File: config.mk
export PLATFORM = sky130hd
export DESIGN_NAME = main_fsm_flat
export DESIGN_NICKNAME = d
export VERILOG_FILES = /design/src/rtl/rv32_ctrl_pkg.sv /design/src/rtl/main_fsm_if.sv /design/src/rtl/main_fsm_dispatch_decoder.sv /design/src/rtl/main_fsm.sv /design/src/flat_wrapper.sv
export SDC_FILE = /design/constraint.sdc
export NUM_CORES = 1
export LEC_CHECK = 0
export ABC_AREA = 1
export CELL_PAD_IN_SITES_DETAIL_PLACEMENT = 1
export CELL_PAD_IN_SITES_GLOBAL_PLACEMENT = 2
export CORE_UTILIZATION = 28
export CTS_CLUSTER_SIZE = 40
export DETAILED_ROUTE_END_ITERATION = 8
export PLACE_DENSITY_LB_ADDON = 0.12
export SLEW_MARGIN = 15
export SYNTH_ARGS = -nofsm -noshare
export SYNTH_HDL_FRONTEND = slang
export SYNTH_SLANG_ARGS = --single-unit
File: constraint.sdc
create_clock -name clk -period 2.9 [get_ports clk]
set_clock_uncertainty 0.05 [all_clocks]
set_input_delay 0.725 -clock clk [delete_from_list [all_inputs] [get_ports clk]]
set_output_delay 0.725 -clock clk [all_outputs]
set_load 0.02 [all_outputs]
File: src/rtl/rv32_ctrl_pkg.sv
// Shared constants for the RV32I multicycle control path.
// Both the sequencing FSM and the controller decoder use these state codes.
package rv32_ctrl_pkg;

  // Control states; the numeric codes are visible on the state output
  typedef enum logic [4:0] {
    S_FETCH    = 5'd0,
    S_DECODE   = 5'd1,
    S_MEMADR   = 5'd2,
    S_MEMRD    = 5'd3,
    S_MEMWB    = 5'd4,
    S_MEMWR    = 5'd5,
    S_RTYPE_EX = 5'd6,
    S_RTYPE_WB = 5'd7,
    S_BEQ      = 5'd8,
    S_ITYPE_EX = 5'd9,
    S_ITYPE_WB = 5'd10,
    S_JAL      = 5'd11,
    S_JALR     = 5'd12,
    S_BNE      = 5'd13,
    S_BLT      = 5'd14,
    S_BGE      = 5'd15,
    S_BLTU     = 5'd16,
    S_BGEU     = 5'd17,
    S_AUIPC    = 5'd18,
    S_LUI      = 5'd19
  } state_t;

  // Major opcodes (instr[6:0])
  localparam logic [6:0] OP_LOAD   = 7'b0000011;
  localparam logic [6:0] OP_STORE  = 7'b0100011;
  localparam logic [6:0] OP_RTYPE  = 7'b0110011;
  localparam logic [6:0] OP_ITYPE  = 7'b0010011;
  localparam logic [6:0] OP_JAL    = 7'b1101111;
  localparam logic [6:0] OP_JALR   = 7'b1100111;
  localparam logic [6:0] OP_AUIPC  = 7'b0010111;
  localparam logic [6:0] OP_LUI    = 7'b0110111;
  localparam logic [6:0] OP_BRANCH = 7'b1100011;

  // Branch funct3 codes (instr[14:12]); 010 and 011 are undefined
  localparam logic [2:0] F3_BEQ  = 3'b000;
  localparam logic [2:0] F3_BNE  = 3'b001;
  localparam logic [2:0] F3_BLT  = 3'b100;
  localparam logic [2:0] F3_BGE  = 3'b101;
  localparam logic [2:0] F3_BLTU = 3'b110;
  localparam logic [2:0] F3_BGEU = 3'b111;

endpackage

File: src/rtl/main_fsm_if.sv
// Bundle between the instruction register / perf monitor and the sequencing FSM.
// master: the side that owns the instruction register and observes the FSM.
// slave:  the FSM itself.
interface main_fsm_if #(
  parameter int CNT_W = 32
);
  logic [6:0]       opcode;
  logic [2:0]       funct3;
  logic [4:0]       state;
  logic             instr_retired;
  logic             illegal_instr;
  logic [CNT_W-1:0] retired_count;
  logic [CNT_W-1:0] cycle_count;

  modport master (
    output opcode, funct3,
    input  state, instr_retired, illegal_instr, retired_count, cycle_count
  );

  modport slave (
    input  opcode, funct3,
    output state, instr_retired, illegal_instr, retired_count, cycle_count
  );
endinterface

File: src/rtl/main_fsm_dispatch_decoder.sv
// DECODE-state dispatch: maps (opcode, funct3) to the first execution state.
// Anything undecodable targets FETCH and raises illegal.
module dispatch_decoder
  import rv32_ctrl_pkg::*;
(
  input  logic [6:0] i_opcode,
  input  logic [2:0] i_funct3,
  output state_t     o_target,
  output logic       o_illegal
);

  // Opcode dispatch, with a nested funct3 split for conditional branches
  always_comb begin
    o_target  = S_FETCH;
    o_illegal = 1'b1;
    case (i_opcode)
      OP_LOAD, OP_STORE: begin o_target = S_MEMADR;   o_illegal = 1'b0; end
      OP_RTYPE:          begin o_target = S_RTYPE_EX; o_illegal = 1'b0; end
      OP_ITYPE:          begin o_target = S_ITYPE_EX; o_illegal = 1'b0; end
      OP_JAL:            begin o_target = S_JAL;      o_illegal = 1'b0; end
      OP_JALR:           begin o_target = S_JALR;     o_illegal = 1'b0; end
      OP_AUIPC:          begin o_target = S_AUIPC;    o_illegal = 1'b0; end
      OP_LUI:            begin o_target = S_LUI;      o_illegal = 1'b0; end
      OP_BRANCH: begin
        o_illegal = 1'b0;
        case (i_funct3)
          F3_BEQ:  o_target = S_BEQ;
          F3_BNE:  o_target = S_BNE;
          F3_BLT:  o_target = S_BLT;
          F3_BGE:  o_target = S_BGE;
          F3_BLTU: o_target = S_BLTU;
          F3_BGEU: o_target = S_BGEU;
          default: begin o_target = S_FETCH; o_illegal = 1'b1; end
        endcase
      end
      default: begin o_target = S_FETCH; o_illegal = 1'b1; end
    endcase
  end

endmodule

File: src/rtl/main_fsm.sv
// RV32I multicycle sequencing FSM: control state register, next-state logic,
// registered retire/illegal pulses and performance counters.
module main_fsm
  import rv32_ctrl_pkg::*;
#(
  parameter int CNT_W = 32
) (
  input  logic      clk,
  input  logic      reset,
  main_fsm_if.slave fsm_bus
);

  localparam logic [CNT_W-1:0] CNT_ONE = {{(CNT_W-1){1'b0}}, 1'b1};

  state_t           r_state;
  logic             r_retired;
  logic             r_illegal;
  logic [CNT_W-1:0] r_ret_cnt;
  logic [CNT_W-1:0] r_cyc_cnt;

  state_t           w_target;
  logic             w_dec_illegal;

  dispatch_decoder u_dispatch (
    .i_opcode  (fsm_bus.opcode),
    .i_funct3  (fsm_bus.funct3),
    .o_target  (w_target),
    .o_illegal (w_dec_illegal)
  );

  // State register, pulse registers and counters; pulses default low each
  // cycle so they last exactly one FETCH cycle after the terminating state
  always_ff @(posedge clk or posedge reset) begin
    if (reset) begin
      r_state   <= S_FETCH;
      r_retired <= 1'b0;
      r_illegal <= 1'b0;
      r_ret_cnt <= '0;
      r_cyc_cnt <= '0;
    end else begin
      r_cyc_cnt <= r_cyc_cnt + CNT_ONE;
      r_retired <= 1'b0;
      r_illegal <= 1'b0;
      case (r_state)
        S_FETCH:    r_state <= S_DECODE;
        S_DECODE: begin
          r_state   <= w_target;
          r_illegal <= w_dec_illegal;
        end
        S_MEMADR:   r_state <= (fsm_bus.opcode == OP_LOAD) ? S_MEMRD : S_MEMWR;
        S_MEMRD:    r_state <= S_MEMWB;
        S_RTYPE_EX: r_state <= S_RTYPE_WB;
        S_ITYPE_EX: r_state <= S_ITYPE_WB;
        S_MEMWB, S_MEMWR, S_RTYPE_WB, S_ITYPE_WB,
        S_BEQ, S_JAL, S_JALR, S_BNE, S_BLT, S_BGE, S_BLTU, S_BGEU,
        S_AUIPC, S_LUI: begin
          r_state   <= S_FETCH;
          r_retired <= 1'b1;
          r_ret_cnt <= r_ret_cnt + CNT_ONE;
        end
        // Unused encodings 20..31 only appear after corruption
        default: begin
          r_state   <= S_FETCH;
          r_illegal <= 1'b1;
        end
      endcase
    end
  end

  assign fsm_bus.state         = r_state;
  assign fsm_bus.instr_retired = r_retired;
  assign fsm_bus.illegal_instr = r_illegal;
  assign fsm_bus.retired_count = r_ret_cnt;
  assign fsm_bus.cycle_count   = r_cyc_cnt;

endmodule
File: src/flat_wrapper.sv
// flat-port wrapper written by rule: the top's interface ports become plain ports
module main_fsm_flat import rv32_ctrl_pkg::*;
#(
  parameter int CNT_W = 32
)
  (clk, reset, fsm_bus_opcode, fsm_bus_funct3, fsm_bus_state, fsm_bus_instr_retired, fsm_bus_illegal_instr, fsm_bus_retired_count, fsm_bus_cycle_count);
  main_fsm_if #(.CNT_W(CNT_W)) fsm_bus_i ();
  input  logic clk;
  input  logic reset;
  input wire logic [$bits(fsm_bus_i.opcode)-1:0] fsm_bus_opcode;
  input wire logic [$bits(fsm_bus_i.funct3)-1:0] fsm_bus_funct3;
  output wire logic [$bits(fsm_bus_i.state)-1:0] fsm_bus_state;
  output wire logic [$bits(fsm_bus_i.instr_retired)-1:0] fsm_bus_instr_retired;
  output wire logic [$bits(fsm_bus_i.illegal_instr)-1:0] fsm_bus_illegal_instr;
  output wire logic [$bits(fsm_bus_i.retired_count)-1:0] fsm_bus_retired_count;
  output wire logic [$bits(fsm_bus_i.cycle_count)-1:0] fsm_bus_cycle_count;
  assign fsm_bus_i.opcode = fsm_bus_opcode;
  assign fsm_bus_i.funct3 = fsm_bus_funct3;
  assign fsm_bus_state = fsm_bus_i.state;
  assign fsm_bus_instr_retired = fsm_bus_i.instr_retired;
  assign fsm_bus_illegal_instr = fsm_bus_i.illegal_instr;
  assign fsm_bus_retired_count = fsm_bus_i.retired_count;
  assign fsm_bus_cycle_count = fsm_bus_i.cycle_count;
  main_fsm #(.CNT_W(CNT_W)) u_core (.clk(clk), .reset(reset), .fsm_bus(fsm_bus_i));
endmodule
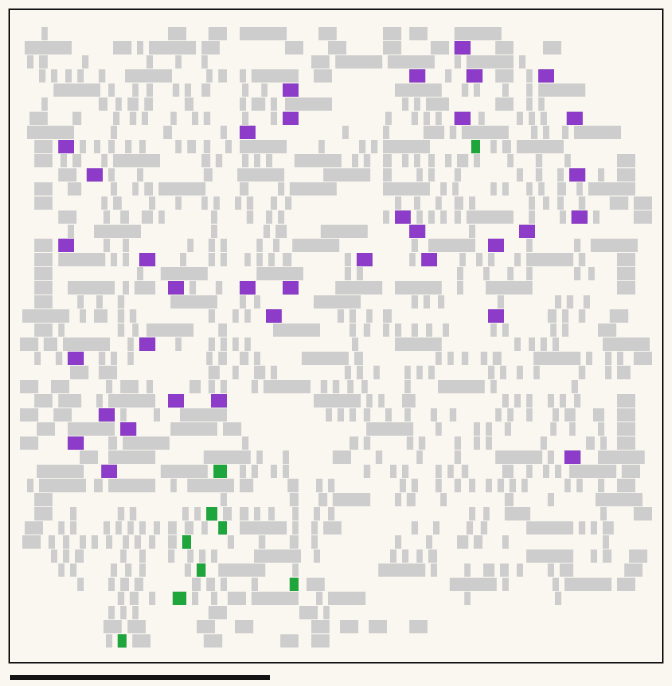
*Gate-type map*
Bar = 50 µm.
family	colour	cells
inverting AOI/OAI gates	green	9
XOR/XNOR gates	purple	35
dominant logic cell type in the layout: nand2_1
Non-Filler Instances: 909
multi-input logic portion of the cell area: 39.0%

==> out/results.ini <==
[min_path]
whs_endpoint=u_core.fsm_bus.cycle_count[31]$_DFF_PP0_

[yosys]
yosys_area_um2=4280
adder_share_pct=0.585
top_cells_by_count=259 x nand2_1, 99 x nor2_1, 72 x inv_1
synth_flop_count=71
edf_count=0
ys_top_cells_by_area=dfrtp_1 42%, nand2_1 23%, nor2_1 8.7%
syn_avg_cell_area_um2=6.78
largest_area_cell=dfrtp_1

[timing]
fmax_ghz=0.441
setup-violations-final=0
worst_slew_pin_slew_ns=0.626
final_hold_viol_count=0

[setup_path]
required_ns=2.12
crit_arrival_ns=1.49
endpoint=fsm_bus_cycle_count[23]
cp_num_cells=1
rr_endpoint=u_core.fsm_bus.retired_count[5]$_DFFE_PP0P_
path_class=register to output pin
worst_setup_path_end_kind=output pin
reg2reg_setup_slack_ns=0.93
critPathLaunch=u_core.fsm_bus.cycle_count[23]$_DFF_PP0_

[floorplan]
die_width_um=126
die_h_um=126
core_area_um2=14700
floorplan.core_util_pct=29.1

[clock_network]
holdBufCountCts=0
clkSlewWorstSetupHoldPaths_ns=0.06
post-cts-setup-buffers=0
root_buffer=clkbuf_16

[global_route]
overflow=0
grt_pass1_wl_um=22400
grt_antenna_before_repair=0

[outcome]
violations=DRC
status=complete, but fails checks

[route]
wl_per_cell_um=14.5
drt-initial-drc-count=161
drcViolationCount=5

[pwr]
power.density_nw_per_um2=453
power.internal_mw=1.79

[finish]
fin_util_pct=38.0
antenna_cells=0
final_cell_area_um2=5590

[placed_design]
hpwl_um=10200

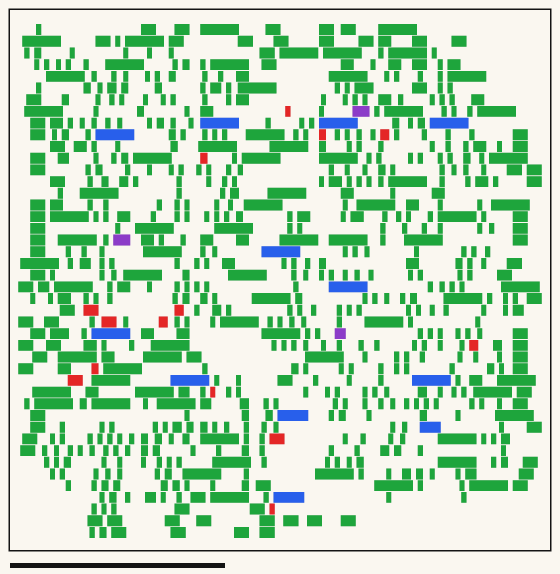
*Drive-strength map*
Bar = 50 µm.
size	colour	cells
_6 and larger	blue	12
_0 and _1 cells	green	696
_2 cells	red	14
_3 and _4 cells	purple	3
Non-clock buffers: 84
final worst slack: 0.633 ns
Layout area overhead: 30.7%

metal layers:
layer	global-route usage, %	vias to the layer above	routed length, µm
li1	-	2112	-
met1	21.4	2003	5990
met2	32.4	72	6540
met3	4.36	15	420
met4	5.38	0	241
met5	0	-	0
power by group through the flow:
stage          logic, mW  clock network (mW)  registers, mW
2_1_floorplan      0.202                   0           1.15
4_1_cts            0.427                1.08           1.08
5_1_grt            0.464                1.10           1.09
3_3_place_gp       0.420                   0           1.10
3_5_place_dp       0.426                   0           1.10
6_report           0.417                1.03           1.08
cell type report:
type	instances	area (µm²)
clock buffers	11	243
clock inverters	4	22.5
fillers	1861	9110
inverters	74	278
multi-input cells	481	2180
flip-flops and latches	71	1780
well taps	184	230
repair buffers	84	861
state kept, by name, indices dropped and copies added (netlist names):
name / count
u_core.fsm_bus.retired_count: 32
u_core.fsm_bus.state: 5
u_core.fsm_bus.instr_retired: 1
u_core.fsm_bus.cycle_count: 32
u_core.fsm_bus.illegal_instr: 1
placed cells by master, fill, tap and decap left out, types with 2 or more instances in the layout:
master / n
inv_1: 71
a21boi_0: 2
xor2_1: 32
nor3_2: 2
nand3_2: 2
clkbuf_16: 9
clkdlybuf4s50_1: 82
dfrtp_1: 71
nand3_1: 38
nor2_4: 2
ha_1: 2
nor2_1: 99
inv_2: 3
nor3_1: 12
o21ai_0: 4
clkinv_2: 3
buf_12: 2
nand3b_1: 5
nor2_2: 4
nand2_1: 259
nand4_1: 10
xnor2_1: 3
per-stage QoR:
step / hold slack, ns / total power [mW]
6_report: 0.452 / 2.53
2_1_floorplan: 0.522 / 1.35
5_1_grt: 0.484 / 2.66
4_1_cts: 0.460 / 2.59
3_3_place_gp: 0.428 / 1.52
3_5_place_dp: 0.444 / 1.53
No activity file was given, so power comes from the tool's default toggle rates.
